[src/rtl/nand_logic_pkg.sv]
// Shared constants for the NAND logic pipeline:
// op encodings and default parameter values.
package nand_logic_pkg;

    localparam logic [2:0] OP_NAND = 3'd0;
    localparam logic [2:0] OP_AND  = 3'd1;
    localparam logic [2:0] OP_OR   = 3'd2;
    localparam logic [2:0] OP_NOR  = 3'd3;
    localparam logic [2:0] OP_XOR  = 3'd4;
    localparam logic [2:0] OP_XNOR = 3'd5;
    localparam logic [2:0] OP_NOTA = 3'd6;
    localparam logic [2:0] OP_PASS = 3'd7;

    localparam int DEF_WIDTH  = 8;
    localparam int DEF_STAGES = 2;
    localparam int DEF_CNT_W  = 16;

endpackage

[src/rtl/nand_op_core.sv]
// Combinational WIDTH-bit op evaluator built from 2-input NAND terms.
// Ports: a, b (operands), op (select), r (result).
module nand_op_core
    import nand_logic_pkg::*;
#(
    parameter int WIDTH = DEF_WIDTH
) (
    input  logic [WIDTH-1:0] a,
    input  logic [WIDTH-1:0] b,
    input  logic [2:0]       op,
    output logic [WIDTH-1:0] r
);

    logic [WIDTH-1:0] nab;
    logic [WIDTH-1:0] naa;
    logic [WIDTH-1:0] nbb;
    logic [WIDTH-1:0] and_t;
    logic [WIDTH-1:0] or_t;
    logic [WIDTH-1:0] nor_t;
    logic [WIDTH-1:0] x1;
    logic [WIDTH-1:0] x2;
    logic [WIDTH-1:0] xor_t;
    logic [WIDTH-1:0] xnor_t;
    logic [WIDTH-1:0] pass_t;

    assign nab    = ~(a & b);
    assign naa    = ~(a & a);
    assign nbb    = ~(b & b);
    assign and_t  = ~(nab & nab);
    assign or_t   = ~(naa & nbb);
    assign nor_t  = ~(or_t & or_t);
    // Classic four-gate XOR sharing the a/b NAND term.
    assign x1     = ~(a & nab);
    assign x2     = ~(b & nab);
    assign xor_t  = ~(x1 & x2);
    assign xnor_t = ~(xor_t & xor_t);
    assign pass_t = ~(naa & naa);

    always_comb begin
        r = '0;
        unique case (op)
            OP_NAND: r = nab;
            OP_AND:  r = and_t;
            OP_OR:   r = or_t;
            OP_NOR:  r = nor_t;
            OP_XOR:  r = xor_t;
            OP_XNOR: r = xnor_t;
            OP_NOTA: r = naa;
            OP_PASS: r = pass_t;
            default: r = nab;
        endcase
    end

endmodule

[src/rtl/nand_logic_pipe.sv]
// Pipelined NAND logic unit with valid/ready handshake and
// a saturating delivered-result counter.
// Ports: clk, rst (sync, active-high), in_valid/in_ready,
// a, b, op, out_valid/out_ready, y, zero, op_count,
// y_par (only when NAND_LOGIC_PIPE_PARITY_EN is defined).
module nand_logic_pipe
    import nand_logic_pkg::*;
#(
    parameter int WIDTH  = DEF_WIDTH,
    parameter int STAGES = DEF_STAGES,
    parameter int CNT_W  = DEF_CNT_W
) (
    input  logic             clk,
    input  logic             rst,
    input  logic             in_valid,
    output logic             in_ready,
    input  logic [WIDTH-1:0] a,
    input  logic [WIDTH-1:0] b,
    input  logic [2:0]       op,
    output logic             out_valid,
    input  logic             out_ready,
    output logic [WIDTH-1:0] y,
    output logic             zero,
`ifdef NAND_LOGIC_PIPE_PARITY_EN
    output logic             y_par,
`endif
    output logic [CNT_W-1:0] op_count
);

    localparam logic [CNT_W-1:0] CNT_ONE = CNT_W'(1);

    logic [WIDTH-1:0] r;
    logic             adv;
    logic [STAGES-1:0] v;
    logic [WIDTH-1:0]  d [STAGES];
    logic [CNT_W-1:0]  cnt;

    nand_op_core #(.WIDTH(WIDTH)) u_core (
        .a  (a),
        .b  (b),
        .op (op),
        .r  (r)
    );

    // Whole pipe moves in lockstep; bubbles are kept, not squeezed.
    assign adv      = ~out_valid | out_ready;
    assign in_ready = adv;

    always_ff @(posedge clk) begin
        if (rst) begin
            v <= '0;
            for (int i = 0; i < STAGES; i++) d[i] <= '0;
        end else if (adv) begin
            v[0] <= in_valid;
            d[0] <= r;
            for (int i = 1; i < STAGES; i++) begin
                v[i] <= v[i-1];
                d[i] <= d[i-1];
            end
        end
    end

`ifdef NAND_LOGIC_PIPE_PARITY_EN
    logic [STAGES-1:0] p;

    always_ff @(posedge clk) begin
        if (rst) begin
            p <= '0;
        end else if (adv) begin
            p[0] <= ^r;
            for (int i = 1; i < STAGES; i++) p[i] <= p[i-1];
        end
    end

    assign y_par = p[STAGES-1];
`endif

    always_ff @(posedge clk) begin
        if (rst) begin
            cnt <= '0;
        end else if (out_valid && out_ready && (cnt != '1)) begin
            cnt <= cnt + CNT_ONE;
        end
    end

    assign out_valid = v[STAGES-1];
    assign y         = d[STAGES-1];
    assign zero      = out_valid & ~(|y);
    assign op_count  = cnt;

endmodule
[config.mk]
export PLATFORM = sky130hd
export DESIGN_NAME = nand_logic_pipe
export DESIGN_NICKNAME = d
export VERILOG_FILES = /design/src/rtl/nand_logic_pkg.sv /design/src/rtl/nand_op_core.sv /design/src/rtl/nand_logic_pipe.sv
export SDC_FILE = /design/constraint.sdc
export NUM_CORES = 1
export LEC_CHECK = 0
export CORE_UTILIZATION = 35
export CTS_CLUSTER_SIZE = 14
export DETAILED_ROUTE_END_ITERATION = 6
export RECOVER_POWER = 50
export SLEW_MARGIN = 30
export SYNTH_ARGS = -nofsm -noshare
export SYNTH_HDL_FRONTEND = slang
export SYNTH_SLANG_ARGS = --single-unit
[constraint.sdc]
create_clock -name clk -period 4.9 [get_ports clk]
set_clock_uncertainty 0.1 [all_clocks]
set_input_delay 1.47 -clock clk [delete_from_list [all_inputs] [get_ports clk]]
set_output_delay 1.47 -clock clk [all_outputs]
set_load 0.05 [all_outputs]
==> images/placement.png <==
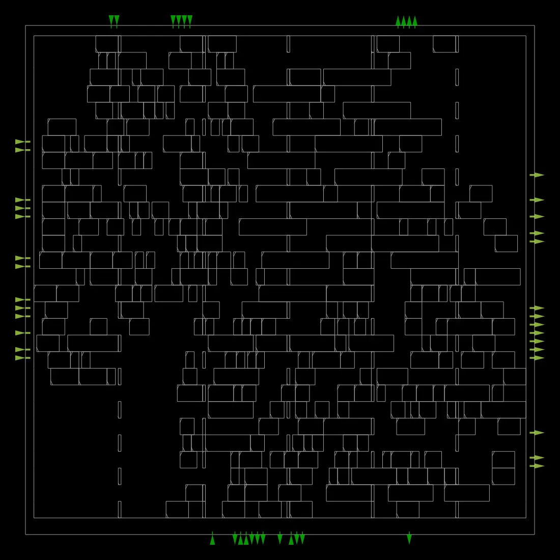
tapcell count: 77
sequential cells: 34
share of the core filled with cells: 45.6%
Floorplan Core Area: 6350 sq um
number of non-filler instances in the completed layout: 376

==> images/cell_density.png <==
The die is cut into 8 by 8 equal tiles; white is low, dark blue is high, 0 to 100% covered.
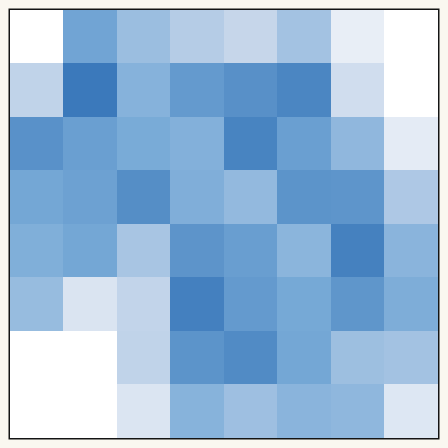
fullest tile: 70%
nearly empty tiles: 11%
emptiest ninth of the die: south-west
mean over tiles: 40%
floorplan utilization: 36.4%

==> flow_metrics.tcl <==
# metrics dict for downstream scripts
set metrics [dict create \
    syn_nets 297 \
    cap_violations 0 \
    num_vias 1884 \
    cts.sinks 34 \
    drcViolationCount 0 \
    hpwl_um 3370 \
    ys_seq_share_pct 36.4 \
    gpl.final_weighted_congestion 0.760 \
    clock_tree_from_tritoncts "built" \
    synth_dominant_cell_count "nand2_1" \
    synth-simple-area-share_pct 25.1 \
    worstMarginPinSlew_ps 883 \
    min_period_ps 4290 \
    grt_antenna_before_repair 0 \
    wl_per_cell_um 12.1 \
    outcome "finished, final reports clean" \
    final.setup.tns_ps 0 \
    post-route-period-util_pct 87.6 \
    power.share.sequential_pct 50.0 \
    detail_route.iter0.violations 61 \
    power_report.internal_total_w 0.000463 \
    cp_slowest_cell "dlygate4sd3_1" \
    finalMaxSlewViolations 0 \
    worstSetupEndpointType "output pin" \
    critical_path.n_buffers_inverters 3 \
    crit_path_max_fanout 6 \
    critPathKind "input port to output pin" \
    cts_h_tree_depth 2 \
    worst_setup_sp_type "input port" \
    vdd_drop_max_uv 126 \
    timing.critical_path.arrival_ps 2720 \
    post_synth_mux_area_share_pct 7.63 \
    timing.final.setup_violations 0 \
    synth_stat.cells 257 \
    largest_net_degree_at_the_start_of_global_routing 25 \
    synth-adder-area-share_pct 9.20 \
    synth-compound-area-share_pct 10.8 \
    cts-buffers-inserted 5 \
    synthXorXnorAreaFrac_pct 3.03 \
    cts_root_buf "clkbuf_8" \
    yosys_most_used_dff "dfxtp_1" \
    die-height_um 83.3 \
    nFillCells 636 \
    power_density_nw_per_um2 220 \
    synth_chip_area_sq_um 2310 \
    cp_cell_sequence "dlygate4sd3_1 -> nor2b_1 -> inv_1 -> buf_4" \
    synth-warning-count 0 \
    hold_path_class "register to register" \
    post-place-cells 368 \
    clkLatencyLatePin_ps 290 \
    detail-route-antenna-nets 0 \
    global_route_wire_length_before_repair_um 7800 \
    cts_resized 0 \
    rows 29 \
    critical_path_required_ps 3330 \
    comb_power_share_pct 20.2 \
    netlist_top_cells_count "nand2_1, inv_1, a21oi_1, dfxtp_1, ha_1" \
    floorplan.die_area_sq_um 6940 \
    synthesis.area_per_instance_sq_um 9.00 \
]
==> images/sizes.png <==
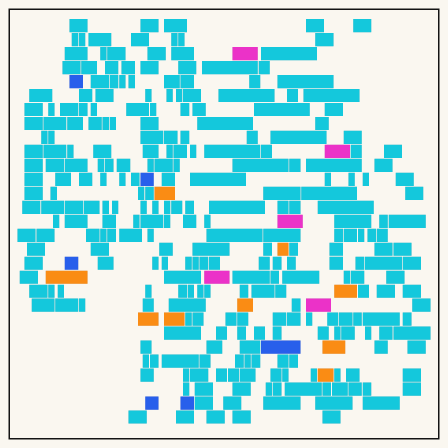
[cyan] _0 and _1 cells | cells: 279 | share: 93%
[blue] _3 and _4 cells | cells: 6 | share: 2.0%
[orange] _2 cells | cells: 9 | share: 3.0%
[magenta] _6 and larger | cells: 5 | share: 1.7%
area added between synthesis and finish: 25.2%
Final WS setup: 605 ps
buffers outside the clock class: 54

==> stage by stage <==
stage | cell area [sq um] | hold WS (ps)
2_1_floorplan | 2310 | 332
3_5_place_dp | 2820 | 348
6_report | 2890 | 354
3_3_place_gp | 2820 | 345
4_1_cts | 2900 | 356
5_1_grt | 2890 | 387
==> final cells by class <==
cell class | instances | area, sq um | share of cell area, %
multi-input combinational | 184 | 1280 | 44.4
sequential | 34 | 841 | 29.1
timing repair buffer | 54 | 522 | 18.0
tap | 77 | 96.3 | 3.33
inverter | 19 | 71.3 | 2.46
clock buffer | 5 | 68.8 | 2.38
clock inverter | 3 | 11.3 | 0.389
==> sequential cells by signal, indices dropped and copies added (netlist names) <==
| signal | count |
|---|---|
| d | 16 |
| op_count | 16 |
| v | 2 |
==> path summary, 6_finish.rpt <==
path | startpoint | to | slack, ps | cells past startpoint
setup / recovery | out_ready | in_ready | 610 | 4
hold / removal | v[0]$_SDFFE_PP0P_ | v[0]$_SDFFE_PP0P_ | 350 | 2
setup reg to reg | op_count[2]$_SDFFE_PP0P_ | op_count[15]$_SDFFE_PP0P_ | 2740 | 4
hold reg to reg | v[0]$_SDFFE_PP0P_ | v[0]$_SDFFE_PP0P_ | 350 | 2
==> metal layers <==
metal  up-vias  part of all wire, %  wire [um]  GRT usage, %
li1        990                    -          -             -
met1       844                   49       2240          18.0
met2        43                   45       2040          21.9
met3         7                  3.8        172          2.78
met4         0                  1.8         84          7.05
met5         -                    0          0             0
==> placed cells by master, fill, tap and decap left out, types with 8 or more instances in the layout <==
cell	count
mux2i_1	12
dfxtp_1	18
xor2_1	8
dlygate4sd3_1	14
inv_1	19
nand2_1	32
clkdlybuf4s50_1	34
or4_1	8
a21oi_1	18
ha_1	17
nor2_1	11
edfxtp_1	16
